Design pipeline_control, sky130hd; sources not shown.
I/O nets highlighted:
Scale bar: 10 µm.
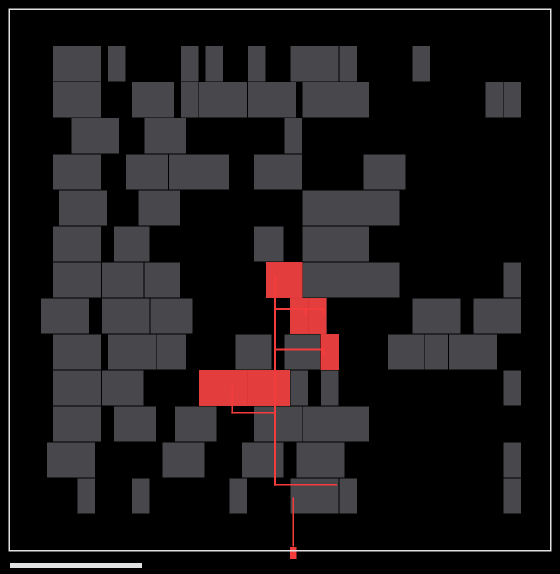
`reset`: marked red, bits 1, direction input, end cells 6, wire 37.5 µm.
IO buf count: 26
io pins: 43

Cell classes on the final placement:
Fill, decap, tap and diode cells in gray.
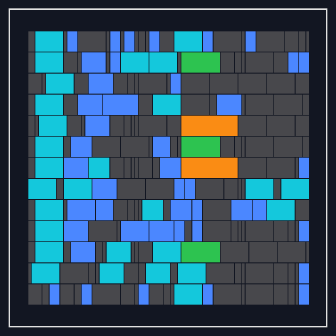
clock-net drivers: marked green, cells 3. sequential cells: marked orange, cells 2. remaining logic cells: marked blue, cells 43. remaining buffers and delay cells: marked cyan, cells 28.
final instance area: 625.6 µm²
Util after Layout: 0.4869
CORE AREA: 1285 µm²

Clock routing:
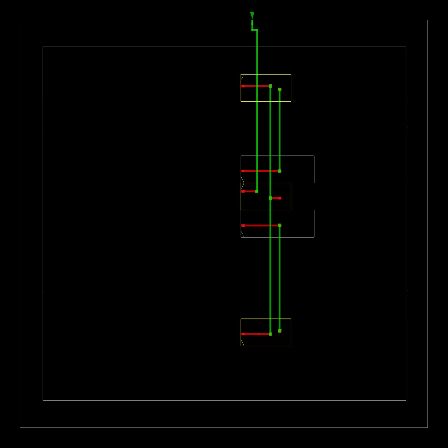
clock skew: 0.0005402 ns
Flops: 2
number of buffers created by CTS: 3

Signal wires by layer:
Two of the layers only.
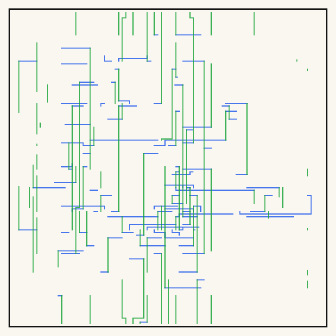
M1: marked blue, wire length 247 µm. M2: marked green, wire length 463 µm.
Vias: 356
gr usage total: 0.1059
Post-Route WL: 772 µm
Routed WL per cell: 8.484 µm

==> flow_metrics.env <==
# implementation run metrics
export IMPL_status="complete, no violations"
export IMPL_tool_warnings=26
export IMPL_die_x_um=40.79
export IMPL_grt_max_degree=7
export IMPL_critical_path_cell_chain="clkdlybuf4s50_1 > xor2_1 > nor4_2 > a31oi_1 > o311a_1 > dlygate4sd2_1"
export IMPL_synth_flops=2
export IMPL_xor_area_frac=0.2158
export IMPL_most_common_cell="buf_4"
export IMPL_cp_arrival_ns=2.10
export IMPL_layout_cells_non_filler=91
export IMPL_diodes=0
export IMPL_drv_cap=0
export IMPL_ff_type="dfxtp_1"
export IMPL_synth_edff_count=0
export IMPL_rows=13
export IMPL_ir_worst_vdd_uv=144.9
export IMPL_start_kind="primary input"
export IMPL_first_iter_violations=3
export IMPL_cp_end_kind="primary output"
export IMPL_largest_reg_flops=2
export IMPL_grtUsageMet3=0
export IMPL_rr_worst_depth=4
export IMPL_path_delay_family="buffers and inverters"
export IMPL_clkLatencyLatePin_ns=0.21
export IMPL_fill_cells=138
export IMPL_top_usage_layer="met2"
export IMPL_syn_area_um2=365.4
export IMPL_hp_class="reg2reg"
export IMPL_ys_chip_area_um2=365.4
export IMPL_worstSetupPathType="in2out"
export IMPL_grtUsageMet1=0.1003
export IMPL_p_leak_nw=0.2836
export IMPL_via_per_inst=3.912
export IMPL_postCtsSetupRepairBufs=0
export IMPL_ys_cells=47
export IMPL_powerDensity_nw_per_um2=393.1
export IMPL_mux_share=0
export IMPL_r2r_slack_ns=1.59
export IMPL_crit_required_ns=2.27
export IMPL_hpwl_um=681.7
export IMPL_yosys_top_cells_count="17 x buf_4, 6 x xor2_1, 5 x nand2_1"
export IMPL_syn_inst=47
export IMPL_firstDrtPassIters=2
export IMPL_slowest_stage="clkdlybuf4s50_1"
export IMPL_areaGrowthSynthToFinish_pct=71.23
export IMPL_dp_cells=88
export IMPL_hold_viol=0
export IMPL_aoi_share=0.1438
export IMPL_drtAntennaViolNets=0
export IMPL_ys_warn_count=0
export IMPL_cts_resized=3
export IMPL_drive_gt1_frac=0.09211
export IMPL_globalRoute_totalOverflow=0
export IMPL_clkTransAtPathRegs_ns=0.03
export IMPL_postSynthSeqShare=0.1096
export IMPL_floorplan_core_util=0.2843
export IMPL_fin_crit_ns=2.498
export IMPL_cp_max_fo=3
export IMPL_topCombFamilyByArea="buffers and inverters"
export IMPL_cts_buffer_depth=2
export IMPL_cts_tree="built"
export IMPL_grt_util_met2=0.1914
export IMPL_timing_fmax_mhz=400.4
export IMPL_floorplan_die_height_um=40.79
export IMPL_synthArstFlopShare=0
export IMPL_placed_area_um2=588.1
export IMPL_crit_cells=6
export IMPL_topCellsByArea="buf_4 35%, xor2_1 14%, dfxtp_1 11%"
export IMPL_gp_routability_congestion=0.6137
export IMPL_synth_cell_types=18
export IMPL_synthAdderAreaFrac=0
export IMPL_finalNetCount=100
export IMPL_finalSetupViolCount=0
export IMPL_min_delay_path_depth=4
export IMPL_grt_pass1_vias=310
export IMPL_crit_buf_inv=2
export IMPL_post_synth_cell_area_avg_um2=7.773
export IMPL_cts_root_buf="clkbuf_8"
export IMPL_htreeDepth=1
export IMPL_timing_setup_tns_ns=0
export IMPL_cts_hold_buffers_added=0
export IMPL_top_cell_area_share=0.3493
export IMPL_clkSinkCount=2
export IMPL_yosys_area_top_type="buf_4"
export IMPL_p_total_mw=0.2459
export IMPL_slew_viol_final=0
export IMPL_drcViolationCount=0
export IMPL_grt_pass1_wl_mm=1.117
export IMPL_antenna_found_initial=0
export IMPL_critPathMaxStageDelay_ns=0.46
export IMPL_rsz0062_at_grt="false"
export IMPL_ys_sh_simple=0.1507
export IMPL_finalClockPeriodUsage=0.9354
export IMPL_chipArea_um2=1663
worst reg2reg max path, stage by stage, from the launching register on:
cell and delay (ns):
dfxtp_1 0.30, xnor2_1 0.17, nand4_1 0.14, buf_4 0.16, o31ai_1 0.22
routing by layer:
layer  up-vias  part of all wire
li1        184                 -
met1       150              0.32
met2        22              0.60
met3         0             0.080
met4         0                 0
met5         -                 0
final cells by class:
type                    instances  area [µm²]  share of cell area
repair buffers                 28       271.5              0.4340
multi-input cells              41       246.5              0.3940
clock buffers                   3       41.29             0.06600
flip-flops and latches          2       40.04             0.06400
well taps                      15       18.77             0.03000
inverters                       2       7.507             0.01200
stage by stage:
step	hold slack, ns	setup WS (ns)
after floorplan	0.5268	0.7485
after global placement	0.7179	-0.1163
after detailed placement	0.7209	-0.1187
after CTS	0.7360	0.1428
after global routing	0.8001	0.004889
final	0.7223	0.1724
cells in the final DEF (no fill, tap or decap):
master,synthesis,layout
dlygate4sd2_1,0,3
nand2_1,5,5
o311a_1,1,1
a21o_1,1,1
conb_1,1,16
inv_1,2,2
dfxtp_1,2,2
clkdlybuf4s50_1,0,23
a21boi_0,1,1
nor3_2,1,1
a31oi_1,1,1
xor2_1,6,6
nand4_1,1,1
buf_4,17,2
a21oi_1,1,1
xnor2_1,3,3
o31ai_1,1,1
o311ai_1,1,1
clkbuf_8,0,3
nor4_2,1,1
or4_1,1,1
where the power goes:
group	internal, mW	switching (mW)	leakage, nW
registers	0.0321	0.000826	0.0168
clock network	0.0952	0.0228	0.0216
logic	0.0465	0.0484	0.245
total	0.174	0.0721	0.284
cells by family (layout without fill, tap and decap cells):
group,Yosys count,count (layout)
and+or+nand+nor,9,9
AOI/OAI and AO/OA,7,7
xor gates and xnor gates,9,9
buffers and inverters,19,33
DFF,2,2
other,1,16
Power figures rest on the tool's default switching activity, not on a simulated workload.
